`config.mk`:
```
export PLATFORM = sky130hd
export DESIGN_NAME = gerador_paridade_serial
export DESIGN_NICKNAME = d
export VERILOG_FILES = /design/src/rtl/gerador_paridade_serial.sv
export SDC_FILE = /design/constraint.sdc
export NUM_CORES = 1
export LEC_CHECK = 0
export ABC_AREA = 0
export ABC_CLOCK_PERIOD_IN_PS = 2700
export CAP_MARGIN = 20
export CORE_MARGIN = 3
export CORE_UTILIZATION = 53
export DETAILED_ROUTE_END_ITERATION = 10
export GPL_ROUTABILITY_DRIVEN = 0
export PLACE_DENSITY_LB_ADDON = 0.15
export SLEW_MARGIN = 30
export SYNTH_ARGS = -nofsm -noshare
export SYNTH_HDL_FRONTEND = slang
export SYNTH_SLANG_ARGS = --single-unit
```
`constraint.sdc`:
```
create_clock -name clk -period 2.7 [get_ports clk]
set_clock_uncertainty 0.2 [all_clocks]
set_input_delay 0.81 -clock clk [delete_from_list [all_inputs] [get_ports clk]]
set_output_delay 0.81 -clock clk [all_outputs]
set_load 0.02 [all_outputs]
```
`src/rtl/gerador_paridade_serial.sv`:
```
// Framed serial transmitter: start bit 1, data LSB first, parity, stop bit 0.
// Words arrive through a valid/ready handshake and are accepted only while idle.
module gerador_paridade_serial #(
  parameter int unsigned DATA_WIDTH     = 8,
  parameter int unsigned CYCLES_PER_BIT = 1,
  parameter int unsigned ODD_PARITY     = 0
) (
  input  logic                  clk,
  input  logic                  reset,
  input  logic [DATA_WIDTH-1:0] dado_in,
  input  logic                  valido,
  output logic                  pronto,
  output logic                  saida_serial,
  output logic                  ocupado,
  output logic                  fim
);

  localparam int unsigned CW  = (CYCLES_PER_BIT > 1) ? $clog2(CYCLES_PER_BIT) : 1;
  localparam int unsigned BW  = (DATA_WIDTH > 1) ? $clog2(DATA_WIDTH) : 1;
  localparam logic        ODD = (ODD_PARITY != 0);

  typedef enum logic [2:0] {IDLE, START, DATA, PARITY, STOP} state_t;

  state_t                state, state_next;
  logic [DATA_WIDTH-1:0] shift_reg, shift_next;
  logic                  paridade, paridade_next;
  logic [BW-1:0]         bit_cnt, bit_cnt_next;
  logic [CW-1:0]         cyc_cnt, cyc_cnt_next;
  logic                  linha_next, fim_next;
  logic                  bit_end, bit_last;

  assign bit_end  = (cyc_cnt == CW'(CYCLES_PER_BIT - 1));
  assign bit_last = (bit_cnt == BW'(DATA_WIDTH - 1));

  always_comb begin
    // NOTE: every signal gets a default before the case so no latch is inferred.
    state_next    = state;
    shift_next    = shift_reg;
    paridade_next = paridade;
    bit_cnt_next  = bit_cnt;
    cyc_cnt_next  = bit_end ? '0 : cyc_cnt + CW'(1);

    case (state)
      IDLE: begin
        cyc_cnt_next = '0;
        bit_cnt_next = '0;
        if (valido) begin
          state_next    = START;
          shift_next    = dado_in;
          paridade_next = (^dado_in) ^ ODD;
        end
      end
      START:  if (bit_end) state_next = DATA;
      DATA: begin
        if (bit_end) begin
          shift_next = shift_reg >> 1;
          if (bit_last) begin
            bit_cnt_next = '0;
            state_next   = PARITY;
          end else begin
            bit_cnt_next = bit_cnt + BW'(1);
          end
        end
      end
      PARITY: if (bit_end) state_next = STOP;
      STOP:   if (bit_end) state_next = IDLE;
      default: state_next = IDLE;
    endcase

    fim_next = (state == STOP) && bit_end;

    // The line is registered, so it is derived from where the FSM goes next.
    case (state_next)
      START:   linha_next = 1'b1;
      DATA:    linha_next = shift_next[0];
      PARITY:  linha_next = paridade_next;
      default: linha_next = 1'b0;
    endcase
  end

  always_ff @(posedge clk) begin
    // NOTE: sequential state uses non-blocking assignments only.
    if (reset) begin
      state        <= IDLE;
      shift_reg    <= '0;
      paridade     <= 1'b0;
      bit_cnt      <= '0;
      cyc_cnt      <= '0;
      saida_serial <= 1'b0;
      fim          <= 1'b0;
    end else begin
      state        <= state_next;
      shift_reg    <= shift_next;
      paridade     <= paridade_next;
      bit_cnt      <= bit_cnt_next;
      cyc_cnt      <= cyc_cnt_next;
      saida_serial <= linha_next;
      fim          <= fim_next;
    end
  end

  assign pronto  = (state == IDLE);
  assign ocupado = ~pronto;

endmodule

```
Run 1, placement by cell class:
Drawn at 6 px/µm.
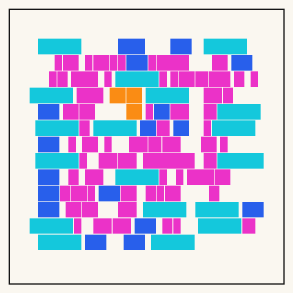
| class | color | cells |
|---|---|---|
| clock-net drivers | orange | 3 |
| registers | cyan | 18 |
| remaining logic cells | magenta | 67 |
| remaining buffers and delay cells | blue | 17 |

Run 1, routed metal, one color a layer:
Drawn at 6 px/µm.
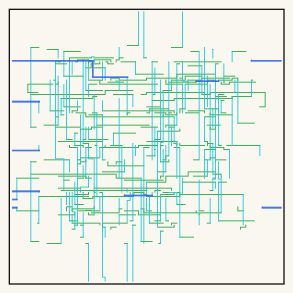
| layer | color | wire length |
|---|---|---|
| M2 | cyan | 743 µm |
| M1 | green | 659 µm |
| M3 | blue | 52.5 µm |

Run 1, cell area per tile:
Drawn at 8 px/µm. The die is cut into 9 by 9 equal tiles; black is low, pale yellow is high, 0 to 100% covered.
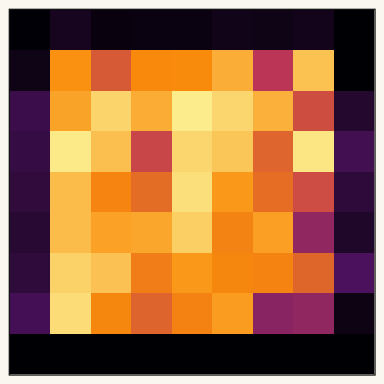
tiles over 75% full: 33%
nearly empty tiles: 15%
densest ninth of the die: middle
emptiest ninth of the die: bottom right
fullest tile: 96%
Util after Layout: 0.7321
FP Core Util: 0.5991
Core Region: 1383 µm²

Run 1, clock wiring as the flow saved it:
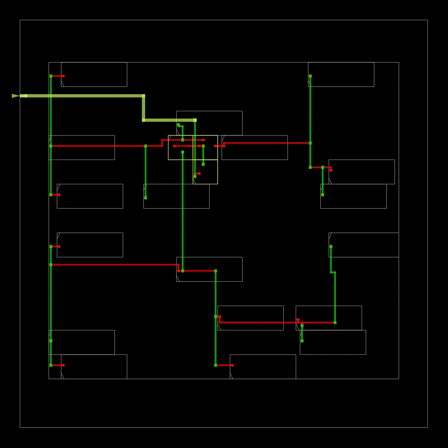
Layout clock buffers: 3
clk sink count: 18
Late-Pin Clk Latency: 0.27 ns
flop count: 18
Clock net power: 0.000124 W

==> ci_impl_report.md, run 1 <==
## Synthesis and layout report

| Metric | Value |
|---|---|
| Status | `completed` |
| Pwr per Cell Area | `542.9 nW/µm²` |
| XOR Share, Synth | `0.08459` |
| Most used logic cell in the final layout | `dfxtp_1` |
| Tool warning count | `26` |
| Grt total ovfl | `0` |
| Logic area | `432.9 µm²` |
| Seq/total area | `0.3572` |
| Fmax | `385.9 MHz` |
| Final setup viols | `0` |
| Most used routing layer | `met2` |
| Critical path data arrival time | `1.58 ns` |
| # IOs | `15` |
| Post-synth top area cell | `dfxtp_1` |
| Synth Cell Area | `828.3 µm²` |
| Fin Setup TNS | `0 ns` |
| Syn Nets | `102` |
| Met2 GRT Util | `0.3036` |
| Logic share of the area | `0.4277` |
| Slew HR | `0.5996` |
| Non-clock buffer count in the final layout | `17` |
| Crit Path Category | `reg2out` |
| Tap Cells | `15` |
| CTS Hold Bufs | `0` |
| Critical path required time | `1.69 ns` |
| FF-to-FF Start | `state[1]` |
| Sw Ratio | `0.2671` |
| Worst Hold Class | `reg2reg` |
| # Post-CTS Setup Buffers | `0` |
| Setup crit start kind | `flip-flop` |
| Worst hold slack | `0.2616 ns` |
| Register area | `361.6 µm²` |
| WP buf/inv | `1` |
| Synth mux share | `0` |
| Post-Syn Instances | `89` |
| Total stage count of the critical path | `3` |
| Min-delay src | `shift_reg[2]` |
| Switching pwr | `0.0001468 W` |
| Synth-to-Final Area Change | `22.21%` |
| Top cell area share | `0.4350` |
| Hold Vio Cnt, Final | `0` |
| CP cell instances | `nor2_1, nand2_1, clkdlybuf4s50_1` |
| Clk network pwr share | `0.226` |
| CP top delay family | `buffers and inverters` |
| Vias per inst | `5.508` |
| Comb area leader | `simple AND/OR/NAND/NOR gates` |
| Hold Path End | `shift_reg[2]` |
| Hold Path Depth | `2` |
| Synthesized area per cell | `9.307 µm²` |
| Vias in the first global route | `607` |
| Slowest cell on crit path | `clkdlybuf4s50_1` |
| Die area | `2073 µm²` |
| Critical path endpoint | `ocupado` |
| Residual DRC | `0` |
| EDFF count, synth | `0` |
| Row cnt | `13` |
| CP endpoint kind | `primary output` |
| CP max FO | `7` |
| Met3 Use GR | `0.02372` |
| Top Metal Used | `met3` |
| Diode count | `0` |
| Via count of the routed design | `661` |
| H-tree depth | `1` |
| Max-cap violation count | `0` |
| CTS tree | `yes` |
| Post-layout nets | `120` |
| Layout clock area frac | `0.02225` |
| Buffering overhead | `0.1632` |
| RSZ-0062 raised after global routing | `false` |
==> run 1 -> run 2 <==
Settings changed: CAP_MARGIN 20 to not set.
Run 2, clock wiring as the flow saved it:
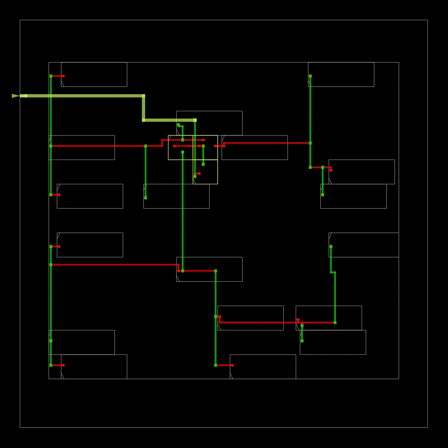
CTS Buf Count: 3

Run 2, cell area per tile:
Drawn at 8 px/µm. The die is cut into 9 by 9 equal tiles; black is low, pale yellow is high, 0 to 100% covered.
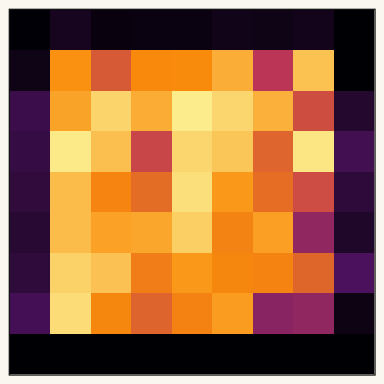
nearly empty tiles: 15%
densest ninth of the die: middle
fullest tile: 96%

==> run 2 against run 1 <==
Area after synthesis unchanged. Critical path type unchanged. Cell count unchanged. Sequential share of layout area unchanged. Highest routed layer unchanged. Non-clock buffer count unchanged. First-iteration DRC count unchanged.
==> ci_impl_report.md, run 2 <==
## Synthesis and layout report

| Metric | Value |
|---|---|
| Via count of the routed design | `661 (unchanged)` |
| Status | `completed` |
| Clk network pwr share | `0.226 (about the same)` |
| Post-layout nets | `120 (unchanged)` |
| Tool warning count | `26 (unchanged)` |
| Row cnt | `13 (unchanged)` |
| Tap Cells | `15 (unchanged)` |
| Top cell area share | `0.4350 (unchanged)` |
| WP buf/inv | `1 (unchanged)` |
| Late-Pin Clk Latency | `0.27 ns (about the same)` |
| Seq/total area | `0.3572 (unchanged)` |
| Die area | `2073 µm² (unchanged)` |
| Top cells excl fill/tap | `17 x dfxtp_1, 13 x clkdlybuf4s50_1, 10 x nor2_1, 10 x a22oi_1, 8 x nand2_1` |
| Core Region | `1383 µm² (unchanged)` |
| Layout clock buffers | `3 (unchanged)` |
| Diode count | `0 (unchanged)` |
| # Post-CTS Setup Buffers | `0 (unchanged)` |
| Flop count | `18 (unchanged)` |
| Synth Cell Area | `828.3 µm² (unchanged)` |
| Routed wire per std cell | `12.12 µm` |
| CTS Hold Bufs | `0 (unchanged)` |
| Util after Layout | `0.7321 (unchanged)` |
| Syn Nets | `102 (unchanged)` |
| Vias per inst | `5.508 (unchanged)` |
| Post-synth top area cell | `dfxtp_1` |
| Post-Syn Instances | `89 (unchanged)` |
| Setup crit start kind | `flip-flop` |
| RSZ-0062 raised after global routing | `false` |
| P_int | `0.0004028 W` |
| Logic area | `432.9 µm² (unchanged)` |
| Max-cap violation count | `0 (unchanged)` |
| Comb area leader | `simple AND/OR/NAND/NOR gates` |
| Register area | `361.6 µm² (unchanged)` |
| Synth async-reset ratio | `0` |
| Total stage count of the critical path | `3 (unchanged)` |
| CTS tree | `yes` |
| Worst hold slack | `0.2616 ns (unchanged)` |
| Most used routing layer | `met2` |
| Final setup viols | `0 (unchanged)` |
| Seq. pwr | `0.000296 W` |
| CP top delay family | `buffers and inverters` |
| Vias in the first global route | `607 (unchanged)` |
| Most used logic cell in the final layout | `dfxtp_1` |
| Hold Vio Cnt, Final | `0 (unchanged)` |
| CP cell instances | `nor2_1, nand2_1, clkdlybuf4s50_1` |
| Non-clock buffer count in the final layout | `17 (unchanged)` |
| Met2 GRT Util | `0.3036 (unchanged)` |
| Residual DRC | `0 (unchanged)` |
| Clk sink count | `18 (unchanged)` |
| Ratio of cells with drive above 1 in the final layout | `0.1048` |
| Logic share of the area | `0.4277 (unchanged)` |
| Critical path endpoint | `ocupado` |
| Critical path required time | `1.69 ns (about the same)` |
| Hold Path End | `shift_reg[2]` |
| Worst Hold Class | `reg2reg` |
| # IOs | `15 (unchanged)` |
| FF-to-FF Start | `state[1]` |
| GRT Util Overall | `0.1688` |
| Switching pwr | `0.0001468 W (unchanged)` |
| Max Buffers Root-to-Sink | `2` |
| Synthesized area per cell | `9.307 µm² (unchanged)` |
| Clock root buffer | `clkbuf_4` |
| Synth-to-Final Area Change | `22.21% (unchanged)` |
| Grt total ovfl | `0 (unchanged)` |
| Sw Ratio | `0.2671 (unchanged)` |
| Fin Setup TNS | `0 ns (unchanged)` |
| Min-delay src | `shift_reg[2]` |
| Buffering overhead | `0.1632 (unchanged)` |
| Pre-CTS setup slack | `0.1677 ns` |
| Pwr per Cell Area | `542.9 nW/µm² (unchanged)` |
| Crit Path Category | `reg2out` |
| Top Metal Used | `met3` |
| Fmax | `385.9 MHz (unchanged)` |
| Clock net power | `0.000124 W (about the same)` |
| Hold Path Depth | `2 (unchanged)` |
| Critical path data arrival time | `1.58 ns (about the same)` |
| EDFF count, synth | `0 (unchanged)` |
| Layout clock area frac | `0.02225 (unchanged)` |
| Met3 Use GR | `0.02372 (unchanged)` |
| CP endpoint kind | `primary output` |
No activity file was given, so power comes from the tool's default toggle rates.
